[config.mk]
export PLATFORM = sky130hd
export DESIGN_NAME = uart_rx_param
export DESIGN_NICKNAME = d
export VERILOG_FILES = /design/src/rtl/uart_rx_param_pkg.sv /design/src/rtl/uart_sync2.sv /design/src/rtl/uart_rx_param.sv
export SDC_FILE = /design/constraint.sdc
export NUM_CORES = 1
export LEC_CHECK = 0
export ABC_AREA = 1
export CAP_MARGIN = 20
export CORE_MARGIN = 3
export CORE_UTILIZATION = 35
export DETAILED_ROUTE_END_ITERATION = 6
export SETUP_SLACK_MARGIN = 0.05
export SYNTH_ARGS = -nofsm -noshare
export SYNTH_HDL_FRONTEND = slang
export SYNTH_SLANG_ARGS = --single-unit
[constraint.sdc]
create_clock -name clk_50MHz -period 2.4 [get_ports clk_50MHz]
set_input_delay 0.48 -clock clk_50MHz [delete_from_list [all_inputs] [get_ports clk_50MHz]]
set_output_delay 0.48 -clock clk_50MHz [all_outputs]
set_load 0.01 [all_outputs]
[src/rtl/uart_rx_param_pkg.sv]
// Shared definitions for the parametrised UART receiver: FSM state
// encodings, default configuration and a configuration legality check.
`timescale 1ns/1ps
package uart_rx_param_pkg;

  localparam int DEF_OVERSAMPLE = 16;
  localparam int DEF_DATA_BITS  = 8;

  localparam logic [2:0] S_IDLE      = 3'd0;
  localparam logic [2:0] S_START     = 3'd1;
  localparam logic [2:0] S_DATA      = 3'd2;
  localparam logic [2:0] S_PARITY    = 3'd3;
  localparam logic [2:0] S_STOP      = 3'd4;
  localparam logic [2:0] S_WAIT_IDLE = 3'd5;

  // True when the receiver configuration lies in the supported range.
  function automatic bit cfg_ok(input int data_bits, input int oversample,
                                input int parity_en, input int parity_odd,
                                input int stop_bits);
    return (data_bits >= 5) && (data_bits <= 9) &&
           (oversample >= 8) && ((oversample % 2) == 0) &&
           ((parity_en == 0) || (parity_en == 1)) &&
           ((parity_odd == 0) || (parity_odd == 1)) &&
           ((stop_bits == 1) || (stop_bits == 2));
  endfunction

endpackage

[src/rtl/uart_sync2.sv]
// Two-flop synchroniser for an asynchronous single-bit input, with a
// selectable reset value so an idle-high line reads as idle out of reset.
`timescale 1ns/1ps
module uart_sync2 #(
  parameter logic RST_VAL = 1'b1
) (
  input  logic clk_i,
  input  logic rst_i,
  input  logic d_i,
  output logic q_o
);

  logic meta_q;
  logic sync_q;

  // Two back-to-back flops give the first one a full cycle to resolve.
  always_ff @(posedge clk_i or posedge rst_i) begin
    if (rst_i) begin
      meta_q <= RST_VAL;
      sync_q <= RST_VAL;
    end else begin
      meta_q <= d_i;
      sync_q <= meta_q;
    end
  end

  assign q_o = sync_q;

endmodule

[src/rtl/uart_rx_param.sv]
// Parametrised UART receiver: configurable word length, oversampling,
// parity and stop bits, with false-start rejection and break detection.
// Each completed frame is presented for one clock on data_ready together
// with its parity / framing / break flags.
`timescale 1ns/1ps
module uart_rx_param
  import uart_rx_param_pkg::*;
#(
  parameter int DATA_BITS  = DEF_DATA_BITS,
  parameter int OVERSAMPLE = DEF_OVERSAMPLE,
  parameter int PARITY_EN  = 0,
  parameter int PARITY_ODD = 0,
  parameter int STOP_BITS  = 1
) (
  input  logic                 clk_50MHz,
  input  logic                 reset,
  input  logic                 rx,
  input  logic                 sample_tick,
  output logic [DATA_BITS-1:0] data_out,
  output logic                 data_ready,
  output logic                 parity_err,
  output logic                 frame_err,
  output logic                 break_det
);

  localparam int TW = $clog2(OVERSAMPLE);
  localparam int BW = $clog2(DATA_BITS + 1);

  localparam logic [TW-1:0] TICK_HALF = TW'(OVERSAMPLE / 2 - 1);
  localparam logic [TW-1:0] TICK_LAST = TW'(OVERSAMPLE - 1);
  localparam logic [BW-1:0] BIT_LAST  = BW'(DATA_BITS - 1);
  localparam logic          STOP_LAST = 1'(STOP_BITS - 1);
  localparam logic          HAS_PAR   = (PARITY_EN != 0);
  localparam logic          PAR_ODD   = (PARITY_ODD != 0);

  if (!cfg_ok(DATA_BITS, OVERSAMPLE, PARITY_EN, PARITY_ODD, STOP_BITS)) begin : g_cfg_bad
    $error("uart_rx_param: unsupported configuration");
  end

  logic rx_s;

  uart_sync2 #(.RST_VAL(1'b1)) u_sync (
    .clk_i (clk_50MHz),
    .rst_i (reset),
    .d_i   (rx),
    .q_o   (rx_s)
  );

  logic [2:0]           state_q, state_d;
  logic [TW-1:0]        tick_q,  tick_d;
  logic [BW-1:0]        nbits_q, nbits_d;
  logic                 stop_q,  stop_d;
  logic [DATA_BITS-1:0] sh_q,    sh_d;
  logic                 perr_q,  perr_d;   // parity result of current frame
  logic                 ferr_q,  ferr_d;   // any stop bit seen low so far
  logic                 brk_q,   brk_d;    // every bit sampled so far was 0
  logic [DATA_BITS-1:0] dout_q,  dout_d;
  logic                 rdy_q,   rdy_d;
  logic                 pe_q,    pe_d;
  logic                 fe_q,    fe_d;
  logic                 bd_q,    bd_d;
  logic                 brk_now, ferr_now;

  // Next-state logic: counters only move on sample_tick, and each bit is
  // sampled when the tick counter reaches its mid-bit value.
  always_comb begin
    state_d  = state_q;
    tick_d   = tick_q;
    nbits_d  = nbits_q;
    stop_d   = stop_q;
    sh_d     = sh_q;
    perr_d   = perr_q;
    ferr_d   = ferr_q;
    brk_d    = brk_q;
    dout_d   = dout_q;
    rdy_d    = 1'b0;
    pe_d     = 1'b0;
    fe_d     = 1'b0;
    bd_d     = 1'b0;
    brk_now  = brk_q;
    ferr_now = ferr_q;
    case (state_q)
      S_IDLE: begin
        // A tick coinciding with the falling edge is deliberately not counted.
        if (!rx_s) begin
          state_d = S_START;
          tick_d  = '0;
        end
      end
      S_START: begin
        if (sample_tick) begin
          if (tick_q == TICK_HALF) begin
            if (!rx_s) begin
              state_d = S_DATA;
              tick_d  = '0;
              nbits_d = '0;
              perr_d  = 1'b0;
              ferr_d  = 1'b0;
              brk_d   = 1'b1;
            end else begin
              state_d = S_IDLE;           // glitch, not a real start bit
            end
          end else begin
            tick_d = tick_q + 1'b1;
          end
        end
      end
      S_DATA: begin
        if (sample_tick) begin
          if (tick_q == TICK_LAST) begin
            tick_d  = '0;
            sh_d    = {rx_s, sh_q[DATA_BITS-1:1]};
            brk_d   = brk_q & ~rx_s;
            nbits_d = nbits_q + 1'b1;
            if (nbits_q == BIT_LAST) begin
              stop_d  = 1'b0;
              state_d = HAS_PAR ? S_PARITY : S_STOP;
            end
          end else begin
            tick_d = tick_q + 1'b1;
          end
        end
      end
      S_PARITY: begin
        if (sample_tick) begin
          if (tick_q == TICK_LAST) begin
            tick_d  = '0;
            perr_d  = (^{sh_q, rx_s}) ^ PAR_ODD;
            brk_d   = brk_q & ~rx_s;
            stop_d  = 1'b0;
            state_d = S_STOP;
          end else begin
            tick_d = tick_q + 1'b1;
          end
        end
      end
      S_STOP: begin
        if (sample_tick) begin
          if (tick_q == TICK_LAST) begin
            tick_d   = '0;
            // Break only considers the first stop bit.
            brk_now  = (stop_q == 1'b0) ? (brk_q & ~rx_s) : brk_q;
            ferr_now = ferr_q | ~rx_s;
            brk_d    = brk_now;
            ferr_d   = ferr_now;
            if (stop_q == STOP_LAST) begin
              dout_d  = sh_q;
              rdy_d   = 1'b1;
              pe_d    = perr_q;
              fe_d    = ferr_now;
              bd_d    = brk_now;
              state_d = rx_s ? S_IDLE : S_WAIT_IDLE;
            end else begin
              stop_d = stop_q + 1'b1;
            end
          end else begin
            tick_d = tick_q + 1'b1;
          end
        end
      end
      S_WAIT_IDLE: begin
        // A line held low must return high before a new start is accepted.
        if (rx_s) state_d = S_IDLE;
      end
      default: state_d = S_IDLE;
    endcase
  end

  // State, counters, shift register and registered outputs.
  always_ff @(posedge clk_50MHz or posedge reset) begin
    if (reset) begin
      state_q <= S_IDLE;
      tick_q  <= '0;
      nbits_q <= '0;
      stop_q  <= 1'b0;
      sh_q    <= '0;
      perr_q  <= 1'b0;
      ferr_q  <= 1'b0;
      brk_q   <= 1'b0;
      dout_q  <= '0;
      rdy_q   <= 1'b0;
      pe_q    <= 1'b0;
      fe_q    <= 1'b0;
      bd_q    <= 1'b0;
    end else begin
      state_q <= state_d;
      tick_q  <= tick_d;
      nbits_q <= nbits_d;
      stop_q  <= stop_d;
      sh_q    <= sh_d;
      perr_q  <= perr_d;
      ferr_q  <= ferr_d;
      brk_q   <= brk_d;
      dout_q  <= dout_d;
      rdy_q   <= rdy_d;
      pe_q    <= pe_d;
      fe_q    <= fe_d;
      bd_q    <= bd_d;
    end
  end

  assign data_out   = dout_q;
  assign data_ready = rdy_q;
  assign parity_err = pe_q;
  assign frame_err  = fe_q;
  assign break_det  = bd_q;

endmodule

Fig. 1: run 1, placement density heat map
The die is cut into 8 by 8 equal tiles; white is low, dark blue is high, 0 to 100% covered.
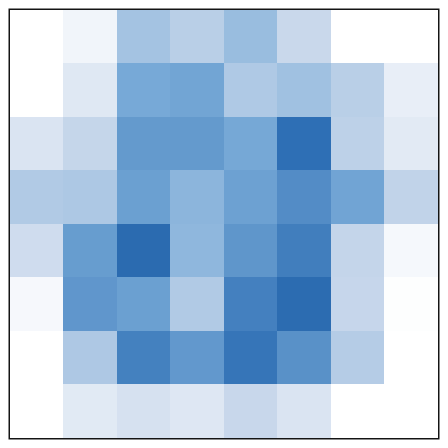
densest ninth of the die = center
fullest tile = 76%
nearly empty tiles = 16%
fp util: 37.2%
Core Region: 0.00488 mm^2
fin util: 43.2%

Fig. 2: run 1, sequential cells grouped by signal name
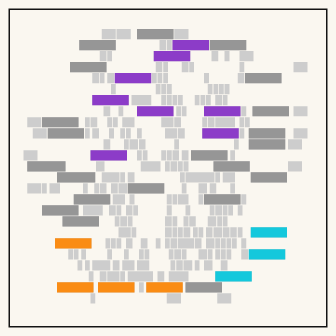
tick_q -> orange  # flops 4, where lower left
state_q -> cyan  # flops 3
sh_q -> purple  # flops 8
not colored = 21

Fig. 3: run 1, metal 2
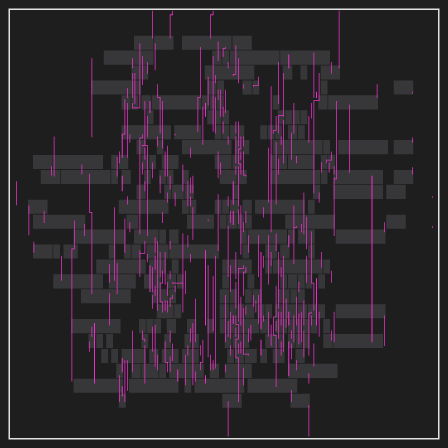
share of all routed wire = 43%
longest straight run = 30.3 um

==> impl_metrics.csv, run 1 <==
group,metric,value,unit
timing,fin_skew,0.00306,ns
worst_setup_path,critical_path_class,"reg -> out",
place,io_buffer_count,15,
synthesis,yosysSeqAreaShare,49.7,%
route,drtAntennaViolNets,0,
timing,final.setup.tns,0,ns
timing,slew_viol_final,0,
layout,drive_gt1_share,12.6,%
synthesis,synth_flops,36,
timing,finalCriticalPeriod,1.66,ns
worst_setup_path,cp_num_cells,1,
timing,maxSlewHeadroom,69.8,%
route,dr_total_vias,1408,
synthesis,syn_avg_cell_area,8.07,um^2
pwr,finalPower,1.44,mW
global_routing,met2_usage,18.2,%
hold_path,hold_path.class,"reg -> reg",
floorplanning,num_io_pins,16,
route,drt_iter0_drc,67,
worst_setup_path,cpPeakStageDelay,0.54,ns
worst_setup_path,critPathLaunchType,"flip-flop",
global_routing,busiest_layer,"met2",
worst_setup_path,cp.arrival,1.18,ns
global_routing,antenna_found_initial,0,
route,drc,0,
worst_setup_path,crit_fanout,2,
synthesis,area_leaders,"dfrtp_1, nand2_1, o21ai_0",
job,warning_count,26,
clock_tree,cts.sinks,36,
hold_path,holdPathStages,0,
synthesis,synth_cells,225,
layout,synthToLayoutAreaGrowth,16.1,%
synthesis,syn-num-nets,231,
global_routing,grt_pass1_wl,5890,um
synthesis,yosysWarnings,0,
synthesis,synth_top_area_share,46.8,%
synthesis,netlist_area,0.00182,mm^2
global_routing,met3_usage,3.67,%
pwr,p_leak,1.06,nW
timing,worst_slew_pin_slew,0.453,ns
timing,hold_violations,0,
synthesis,ys_chip_area,0.00182,mm^2
clock_tree,ctsResizeCount,0,
clock_tree,clk_latency,0.29,ns
floorplanning,rows,25,
route,vias_per_cell,4.50,
clock_tree,tritoncts,"built",
pwr,power_density,683,mW/mm^2
job,drv_cap,0,
synthesis,top_area_cell,"dfrtp_1",
clock_tree,cts-root-buf,"clkbuf_8",
layout,lay_top_cells,"nand2_1, dfrtp_1, inv_1",
timing,max_freq,602,MHz
floorplanning,chipArea,0.00609,mm^2
timing,timing.hold.ws,0.356,ns
worst_setup_path,crit_buf_inv,1,
global_routing,gr-usage-met1,16.4,%
clock_tree,path_clk_slew,0.07,ns
status,status,"finished, final reports clean",
synthesis,synth.distinct_cells,25,
clock_tree,ctsHtreeMaxLevel,2,
worst_setup_path,required,1.92,ns
clock_tree,numCtsBuffers,5,
timing,setup_viol,0,
worst_setup_path,cp_slowest_cell,"clkdlybuf4s50_1",
synthesis,yosys_cells,225,
layout,fin_nets,252,
timing,timing.final.crit_share,69.3,%
layout,diodes,0,
place,dpl.hpwl,2390,um
clock_tree,postCtsSetupBuffers,0,
global_routing,grt_max_degree,37,
layout,layout_top_cell,"nand2_1",
clock_tree,clockBufferDepth,2,
layout,ff_latch_area,903,um^2
clock_tree,ctsHoldBuffers,0,
worst_setup_path,critPathTopFamily,"buffers and inverters",
route,routed_wl,3300,um
timing,grt_setup_unrepaired,"false",
pwr,vdd_drop_max,0.297,mV
place,routabilityCongestion,0.865,
floorplanning,die_width,78.0,um
layout,combGateArea,782,um^2
route,wl_per_cell,10.5,um
worst_setup_path,rr_worst_depth,5,
global_routing,grt.overflow.total,0,
worst_setup_path,endpoint_kind,"primary output",
floorplanning,die_y,78.0,um
global_routing,grt_pass1_vias,1324,
route,first_pass_iters,4,
worst_setup_path,path_cells,"clkdlybuf4s50_1",
global_routing,track_usage,12.4,%
layout,fillCellCount,509,
[run 1: kinds of logic (layout without fill, tap and decap cells)]
| kind of cell | Yosys count | in the layout | share of synthesized area (%) |
|---|---|---|---|
| buffers and inverters | 30 | 51 | 7.23 |
| adders and majority gates | 2 | 2 | 1.38 |
| DFF | 36 | 36 | 49.7 |
| AOI/OAI and AO/OA | 33 | 33 | 9.85 |
| and+or+nand+nor | 118 | 118 | 28.9 |
| xor gates and xnor gates | 6 | 6 | 2.89 |
[run 1: cell type report]
class,instances,share of cell area (%)
clock buffers,6,3.44
clock inverters,1,0.237
inverters,28,4.98
multi-input cells,159,37.1
flip-flops and latches,36,42.8
well taps,67,3.97
repair buffers,16,7.47
[run 1: registers in the layout (all words and copies together) (netlist names), 3 cells and up]
name	cells
data_out	8
nbits_q	4
sh_q	8
state_q	3
tick_q	4
[run 1: synthesized netlist by cell type (all sizes together)]
cell	instances
a21oi	4
a31o	1
buf	2
dfrtp	34
dfstp	2
ha	2
inv	28
nand2	81
nand3	16
nor2	20
nor3	1
o211ai	1
o21ai	27
xnor2	3
xor2	3
[run 1: per-stage QoR]
step                      instance area (um^2)  cells  worst slack [ns]
final                                     2110    313             0.738
after global routing                      2110    313             0.670
after CTS                                 2110    313             0.726
after detailed placement                  2030    306             0.495
after global placement                    2030    306             0.503
after floorplan                           1820    225              1.03
[run 1: layer usage]
layer / vias to the layer above / routed length, um
li1: 747 / -
met1: 634 / 1700
met2: 17 / 1410
met3: 10 / 103
met4: 0 / 89
met5: - / 0
[run 1: final timing paths]
| path | to | slack (ns) | start |
|---|---|---|---|
| setup / recovery | data_out[6] | 0.74 | data_out[6] |
| hold / removal | u_sync.q_o | 0.36 | u_sync.meta_q |
| setup reg to reg | ferr_q | 0.83 | tick_q[0] |
| hold reg to reg | u_sync.q_o | 0.36 | u_sync.meta_q |
| max in group asynchronous | u_sync.q_o | 1.47 | reset |
| min in group asynchronous | nbits_q[0] | 0.59 | reset |
[run 1: worst reg2reg max path, cell delays in order (launching register included)]
cell	delay (ns)
dfrtp_1	0.40
ha_1	0.26
nand3_4	0.13
nor2_4	0.15
nand2_2	0.21
a31o_2	0.31
[run 1: power breakdown]
part	internal, mW	total [mW]	switching (mW)
clock	0.197	0.404	0.207
sequential	0.662	0.719	0.0564
combinational	0.108	0.317	0.209
Fig. 4: run 1, cell placement
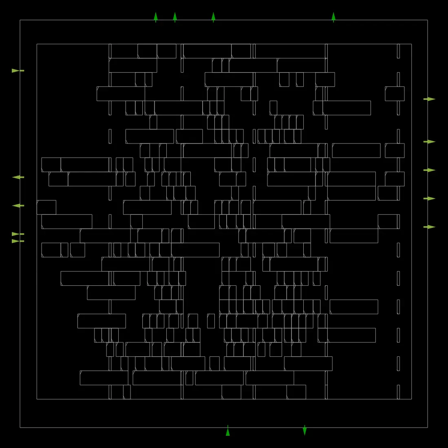

==> run 2, diff against run 1 <==
- clock period: 2.4 -> 1.7 ns (I/O delays scaled with it)
Fig. 5: run 2, cell placement
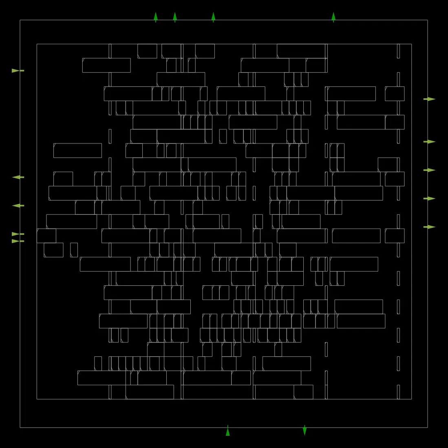
Seq/total area: 41.5%
FILL cells: 507
Std-Cell Rows: 25
fin util: 44.6%

Fig. 6: run 2, metal 2
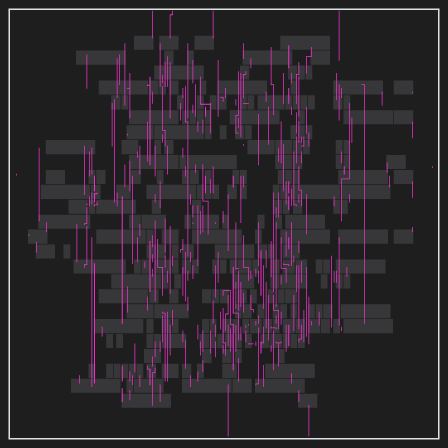
wire length on this layer = 1,440 um
main direction = vertical
routed wire length: 3360 um
total number of vias: 1,441
met2 GRT Util: 18.0%

==> run 2 against run 1 <==
Effect of this change:
- global-route usage is 0.052 points higher
- utilization is 1.3 points higher
- die area stayed put
- highest routed layer unchanged
- count of clock-buffer cells in the layout stayed put
- critical path type unchanged
- area after synthesis stayed put
- largest cell class unchanged
- synthesized cell count stayed put
- register-to-register slack worse by 0.63 ns
- first-iteration DRC count is 15% lower
- total power is 45% higher
==> impl_metrics.csv, run 2 <==
group,metric,value,unit
status,status,"finished, final reports clean",
worst_setup_path,critical_path_class,"reg -> out",
pwr,swShare,32.2,%
pwr,power_density,963,mW/mm^2
layout,layout_top_cell,"nand2_1",
clock_tree,ctsHoldBuffers,0,
floorplanning,die_y,78.0,um
worst_setup_path,rr_worst_depth,6,
global_routing,grt_max_degree,22,
synthesis,xor_area_share,2.89,%
synthesis,synth.distinct_cells,25,
pwr,share_comb_of_total_power,21.7,%
layout,combGateArea,785,um^2
floorplanning,core,0.00488,mm^2
synthesis,top_cell,"nand2_1",
job,drv_cap,0,
worst_setup_path,critPathTopFamily,"buffers and inverters",
synthesis,adder_share,1.38,%
synthesis,yosys_cells,225,
place,routabilityCongestion,0.835,
synthesis,synth_top_area_share,46.8,%
pwr,p_int,1.42,mW
worst_setup_path,crit_buf_inv,1,
layout,synthToLayoutAreaGrowth,19.7,%
timing,max_freq,662,MHz
synthesis,synth_flops,36,
global_routing,grt_pass1_vias,1334,
synthesis,syn-num-nets,231,
worst_setup_path,required,1.36,ns
floorplanning,chipArea,0.00609,mm^2
worst_setup_path,cp_slowest_cell,"clkdlybuf4s50_1",
timing,finalCriticalPeriod,1.51,ns
timing,timing.final.crit_share,88.9,%
synthesis,area_leaders,"dfrtp_1, nand2_1, o21ai_0",
worst_setup_path,critPathLaunchType,"flip-flop",
route,first_pass_iters,4,
route,drc,0,
route,wl_per_cell,10.6,um
worst_setup_path,cp.arrival,1.17,ns
synthesis,ys_top_cells_by_count,"nand2_1, dfrtp_1, inv_1, o21ai_0, nand3_1",
timing,maxSlewHeadroom,73.4,%
route,vias_per_cell,4.55,
pwr,seqPwrFrac,48.6,%
job,warning_count,26,
floorplanning,initial_core_util,37.2,%
timing,hold_violations,0,
timing,timing.hold.ws,0.334,ns
global_routing,antenna_found_initial,0,
clock_tree,tritoncts,"built",
layout,drive_gt1_share,14.8,%
worst_setup_path,cpPeakStageDelay,0.54,ns
worst_setup_path,crit_fanout,2,
layout,lay_top_cells,"nand2_1, dfrtp_1, inv_1",
synthesis,synth_cells,225,
floorplanning,num_io_pins,16,
pwr,power.switching,0.674,mW
layout,ff_latch_area,903,um^2
synthesis,yosysWarnings,0,
layout,diodes,0,
global_routing,grt.overflow.total,0,
synthesis,simple_gate_area_share,28.9,%
clock_tree,cts.sinks,36,
clock_tree,clk_latency,0.29,ns
worst_setup_path,r2r_end,"nbits_q[3]",
worst_setup_path,endpoint_kind,"primary output",
timing,slew_viol_final,0,
clock_tree,numCtsBuffers,5,
timing,setup_viol,0,
Fig. 7: run 2, placement density heat map
The die is cut into 8 by 8 equal tiles; white is low, dark blue is high, 0 to 100% covered.
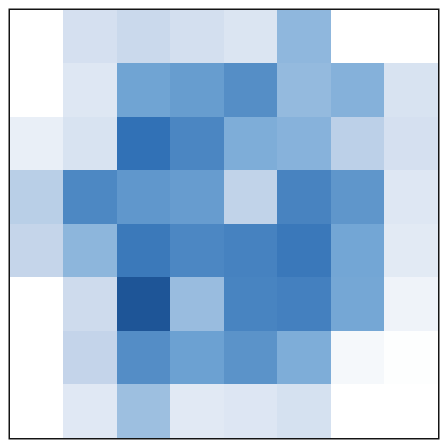
densest ninth of the die = center
tiles over 75% full = 1.6%
fullest tile = 85%
emptiest ninth of the die = lower right

## run 2: final cells by class
class / count / area share, %
clock buffers: 6 / 3.80
clock inverters: 2 / 0.460
inverters: 28 / 4.83
multi-input cells: 159 / 36.1
flip-flops and latches: 36 / 41.5
well taps: 67 / 3.85
repair buffers: 19 / 9.44
## run 2: layer usage
metal | up-vias | share of wire [%] | GRT usage, %
li1 | 754 | - | -
met1 | 651 | 51 | 16.9
met2 | 25 | 43 | 18.0
met3 | 11 | 4.1 | 4.01
met4 | 0 | 2.4 | 5.59
met5 | - | 0 | 0
## run 2: per-stage QoR
step / cell area, um^2 / setup WS (ns) / cells / total power, mW
5_1_grt: 2170 / 0.0531 / 317 / 2.24
3_5_place_dp: 2080 / 0.0447 / 309 / 1.48
2_1_floorplan: 1820 / 0.330 / 225 / 1.38
6_report: 2170 / 0.189 / 317 / 2.09
4_1_cts: 2170 / 0.163 / 317 / 2.12
3_3_place_gp: 2080 / 0.0986 / 309 / 1.48
## run 2: how the worst max path moves through the flow
stage	from	endpoint	slack (ns)	cells past startpoint
finish	data_out[5]	data_out[5]	0.19	1
global route	tick_q[0]	sh_q[0]	0.05	7
CTS	data_out[5]	data_out[5]	0.16	1
detailed placement	sample_tick	nbits_q[0]	0.04	7
global placement	sample_tick	nbits_q[0]	0.1	7
floorplan	tick_q[0]	sh_q[1]	0.33	7
## run 2: kinds of logic (layout without fill, tap and decap cells)
logic type	count (synthesis)	in the layout
compound gates	33	33
flops	36	36
simple gates	118	118
xor+xnor	6	6
fa+ha+maj	2	2
buf+inv	30	55
## run 2: repair_timing
action / CTS / global route
hold endpoints to repair: 0 / 0
setup endpoints to repair: 0 / 7
resized: 0 / 1
## run 2: power groups by stage
stage / combinational [mW] / sequential (mW) / clock [mW]
floorplan: 0.363 / 1.01 / 0
CTS: 0.453 / 1.01 / 0.655
finish: 0.454 / 1.02 / 0.622
detailed placement: 0.451 / 1.03 / 0
global placement: 0.447 / 1.03 / 0
global route: 0.523 / 1.03 / 0.689
Power is estimated from default activity; no workload was simulated.
